`src/rtl/jk_excitation_driver.sv`:
```
// Drives a JK flop so its Q tracks a stream of target bits, checking Q feedback per transfer.
// Optional build macro JK_TOGGLE_PREF_EN: state-changing transitions are encoded as J=K=1.
module jk_excitation_driver #(
    parameter int unsigned CNT_W = 8
) (
    input  logic             clk,
    input  logic             rst,
    input  logic             tgt_valid,
    input  logic             tgt_bit,
    output logic             tgt_ready,
    output logic             j,
    output logic             k,
    input  logic             q_fb,
    output logic             busy,
    output logic             err,
    output logic [CNT_W-1:0] done_cnt,
    output logic [CNT_W-1:0] err_cnt
);

    typedef enum logic [1:0] {StIdle, StDrive, StCheck} state_e;

    localparam logic [CNT_W-1:0] CntMax = '1;

    state_e           state_q, state_d;
    logic             tgt_q, tgt_d;
    logic             q_exp_q, q_exp_d;
    logic             j_q, j_d;
    logic             k_q, k_d;
    logic             err_q, err_d;
    logic [CNT_W-1:0] done_cnt_q, done_cnt_d;
    logic [CNT_W-1:0] err_cnt_q, err_cnt_d;
    logic             enc_j, enc_k;

`ifdef JK_TOGGLE_PREF_EN
    assign enc_j = q_exp_q ^ tgt_bit;
    assign enc_k = q_exp_q ^ tgt_bit;
`else
    assign enc_j = ~q_exp_q & tgt_bit;
    assign enc_k = q_exp_q & ~tgt_bit;
`endif

    always_comb begin
        state_d    = state_q;
        tgt_d      = tgt_q;
        q_exp_d    = q_exp_q;
        j_d        = j_q;
        k_d        = k_q;
        err_d      = err_q;
        done_cnt_d = done_cnt_q;
        err_cnt_d  = err_cnt_q;
        tgt_ready  = 1'b0;
        unique case (state_q)
            StIdle: begin
                tgt_ready = 1'b1;
                if (tgt_valid) begin
                    tgt_d   = tgt_bit;
                    j_d     = enc_j;
                    k_d     = enc_k;
                    state_d = StDrive;
                end
            end
            StDrive: begin
                // The flop samples J/K at the edge leaving this state; release to hold after.
                j_d     = 1'b0;
                k_d     = 1'b0;
                state_d = StCheck;
            end
            StCheck: begin
                if (q_fb != tgt_q) begin
                    err_d = 1'b1;
                    if (err_cnt_q != CntMax) err_cnt_d = err_cnt_q + CNT_W'(1);
                end
                if (done_cnt_q != CntMax) done_cnt_d = done_cnt_q + CNT_W'(1);
                // Resync to what the flop actually holds so the next encode is correct.
                q_exp_d = q_fb;
                state_d = StIdle;
            end
            default: state_d = StIdle;
        endcase
    end

    always_ff @(posedge clk) begin
        if (rst) begin
            state_q    <= StIdle;
            tgt_q      <= 1'b0;
            q_exp_q    <= 1'b0;
            j_q        <= 1'b0;
            k_q        <= 1'b0;
            err_q      <= 1'b0;
            done_cnt_q <= '0;
            err_cnt_q  <= '0;
        end else begin
            state_q    <= state_d;
            tgt_q      <= tgt_d;
            q_exp_q    <= q_exp_d;
            j_q        <= j_d;
            k_q        <= k_d;
            err_q      <= err_d;
            done_cnt_q <= done_cnt_d;
            err_cnt_q  <= err_cnt_d;
        end
    end

    assign j        = j_q;
    assign k        = k_q;
    assign err      = err_q;
    assign busy     = (state_q != StIdle);
    assign done_cnt = done_cnt_q;
    assign err_cnt  = err_cnt_q;

endmodule

```
`config.mk`:
```
export PLATFORM = sky130hd
export DESIGN_NAME = jk_excitation_driver
export DESIGN_NICKNAME = d
export VERILOG_FILES = /design/src/rtl/jk_excitation_driver.sv
export SDC_FILE = /design/constraint.sdc
export NUM_CORES = 1
export LEC_CHECK = 0
export ABC_CLOCK_PERIOD_IN_PS = 4450
export CORE_ASPECT_RATIO = 1.1
export CORE_UTILIZATION = 52
export CTS_BUF_LIST = sky130_fd_sc_hd__clkbuf_16
export DETAILED_ROUTE_END_ITERATION = 8
export MAX_ROUTING_LAYER = met4
export PLACE_DENSITY = 0.9
export SETUP_SLACK_MARGIN = 0.1
export SLEW_MARGIN = 10
export SYNTH_ARGS = -nofsm -noshare
export SYNTH_HDL_FRONTEND = slang
export SYNTH_SLANG_ARGS = --single-unit
```
`constraint.sdc`:
```
create_clock -name clk -period 4.45 [get_ports clk]
set_input_delay 0.89 -clock clk [delete_from_list [all_inputs] [get_ports clk]]
set_output_delay 0.89 -clock clk [all_outputs]
set_load 0.01 [all_outputs]
```
### Zoomed window

Region (8, 20) to (38, 50) um. Cells in grey, sequential cells in the stronger grey; small squares are vias.
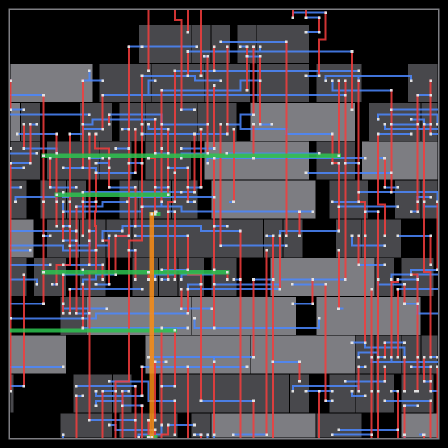
- metal 1: blue
- metal 2: red
- metal 4: orange
- metal 3: green
- sequential cells in the window: 13
- netlist names of flops here include: done_cnt (6), state_q (2)
- cells with their middle in the window: 78
- most frequent: dfxtp_1 (13), nor2_1 (9), nand2_1 (8)

### Signal wires on met1

Drawn at 8 px/um. Supply wires on this layer in grey.
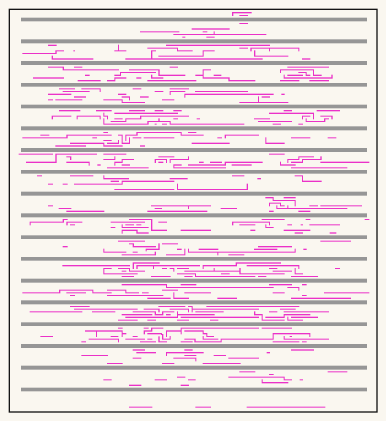
- longest straight run: 17.0 um
- main direction: horizontal
- wire length on this layer: 1090 um
- share of all routed wire: 43%
vias post-DR: 1050
met1 global-route usage: 30.5%
total wire length: 2.56 mm

### Gate families picked out

Drawn at 10 px/um.
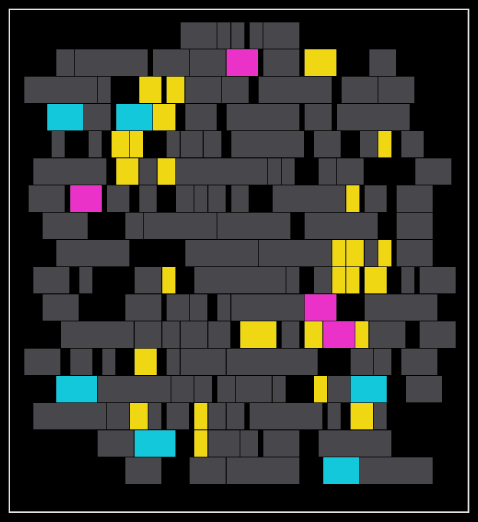
- multiplexers: cyan (cells 6; most used mux2i_1; where spread over the die)
- NAND gates: yellow (cells 26; most used nand2_1)
- XOR/XNOR gates: magenta (cells 4)
Comb/total area: 41.2%
Commonest Layout Cell: clkdlybuf4s50_1
final std cells w/o fill: 183

### Signal wires by layer

Drawn at 8 px/um. Only two layers are drawn.
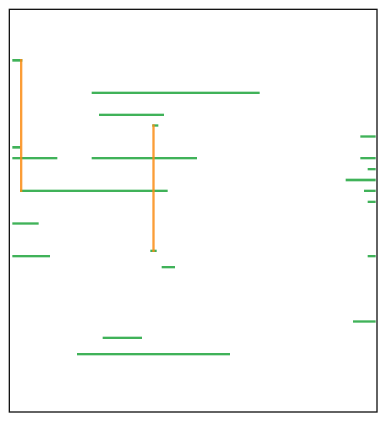
- metal 4: orange (wire length 32.0 um)
- metal 3: green (wire length 112 um)
GRT Overall Usage: 24.8%
Avg WL per Cell: 14.0 um

==> run summary <==
yosys + openroad results -> Ys Warns 0, post_cts resized 0, I/O pin cnt 26, # rows 17, # Cells Yosys 131, CTS buffer count 3, CP Capture Type register, register share after synthesis 42.0%, final setup violation count 0, Yosys Chip Area 0.00110 mm2, Leakage Power 0.500 nW, die area 0.00230 mm2, chip height 50.2 um, Slew HR 43.2%, CTS tree built, via/cell ratio 5.74, DRT Pass-1 Iters 4, Pwr Total 0.432 mW, Critical Path Fanout Max 6, Setup TNS Final 0 ns, GPL Wtd Cong 0.904, P&R area growth vs syn 30.8%, status finished clean, Internal 0.344 mW, Final Cell Area 0.00143 mm2, Clock power frac 43.7%, register share of total power 49.4%, Final Hold Vio Count 0, GRT overflow 0, Flops after synth 23, clock sinks 23, DRC Markers 0, Clock Tree Buf Depth 2, vias in the first global route 972, H-tree levels 1, worst clock skew 0.000763 ns, 1st-iter DRT viols 32, Comb power frac 6.9%, final setup margin 1.93 ns, Core Footprint 0.00200 mm2, initial antenna violation count 0, measured slew at the worst slew-check pin 0.849 ns
## Yosys cell counts
master | count | area share (%)
inv_1 | 5 | 1.7
o21ai_0 | 3 | 1.4
a311oi_1 | 1 | 0.80
and3_1 | 3 | 1.7
nand4b_1 | 1 | 0.80
clkbuf_1 | 3 | 1.0
xor2_1 | 2 | 1.6
nor2b_1 | 4 | 2.3
xnor2_1 | 2 | 1.6
nor3_1 | 6 | 2.7
or3b_1 | 1 | 0.80
and2b_1 | 1 | 0.69
mux2_2 | 2 | 2.1
nor4_1 | 4 | 2.3
nor2_1 | 15 | 5.1
a21oi_1 | 11 | 5.0
o31ai_1 | 1 | 0.69
nor3b_1 | 1 | 0.69
nand4_1 | 4 | 2.3
a211oi_1 | 3 | 2.1
dfxtp_1 | 23 | 42
nor4bb_1 | 2 | 1.8
or3_1 | 1 | 0.57
nand3_1 | 6 | 2.7
buf_4 | 2 | 1.4
or4_1 | 1 | 0.69
mux2i_1 | 4 | 3.7
o21bai_1 | 2 | 1.4
nand2b_1 | 2 | 1.1
ha_1 | 2 | 2.3
nand3_2 | 1 | 0.91
nand2_1 | 12 | 4.1
## layout make-up
cell class | count | area (um2)
timing repair buffer | 25 | 250
clock inverter | 1 | 3.75
inverter | 5 | 18.8
tap | 28 | 35.0
fill | 168 | 566
clock buffer | 3 | 75.1
sequential | 23 | 460
multi-input combinational | 98 | 591
## critical path, cell delays in order
cell and delay (ns):
clkdlybuf4s50_1 0.54, xor2_1 0.31, nand2_1 0.18, nor4_1 0.36, mux2_2 0.37
## final timing paths
check,end,start,cells past startpoint
setup reg to reg,err_cnt[5]$_SDFFE_PP0P_,state_q[1]$_SDFFE_PP0P_,4
setup / recovery,err_cnt[5]$_SDFFE_PP0P_,q_fb,5
hold reg to reg,k$_SDFFE_PP0P_,k$_SDFFE_PP0P_,2
hold / removal,k$_SDFFE_PP0P_,k$_SDFFE_PP0P_,2
## state kept, by name, indices dropped and copies added, names as in the netlist
| name | cells |
|---|---|
| state_q | 2 |
| err | 1 |
| q_exp_q | 1 |
| done_cnt | 8 |
| err_cnt | 8 |
| k | 1 |
| tgt_q | 1 |
| j | 1 |
## logic make-up after synthesis
family                   share of synthesized area, %
buffers and inverters                            4.11
multiplexers                                     5.71
AND-OR/OR-AND                                    11.3
XOR/XNOR                                         3.20
AND/OR/NAND/NOR                                  31.4
adder cells (fa/ha/maj)                          2.28
flip-flops                                       42.0
## layer usage
metal  wire [um]  global-route usage, %  part of all wire [%]  vias up
met4          31                   8.82                   1.2        0
met3         111                   3.24                   4.3        4
met2        1320                   41.0                    52       30
met5           0                      -                     0        -
met1        1090                   30.5                    43      503
li1            -                      -                     -      513
## power by group through the flow
stage | sequential [mW] | combinational [mW] | clock [mW]
2_1_floorplan | 0.217 | 0.0169 | 0
3_3_place_gp | 0.218 | 0.0284 | 0
3_5_place_dp | 0.218 | 0.0296 | 0
4_1_cts | 0.213 | 0.0300 | 0.193
5_1_grt | 0.214 | 0.0325 | 0.199
6_report | 0.213 | 0.0298 | 0.189
Power figures rest on the tool's default switching activity, not on a simulated workload.
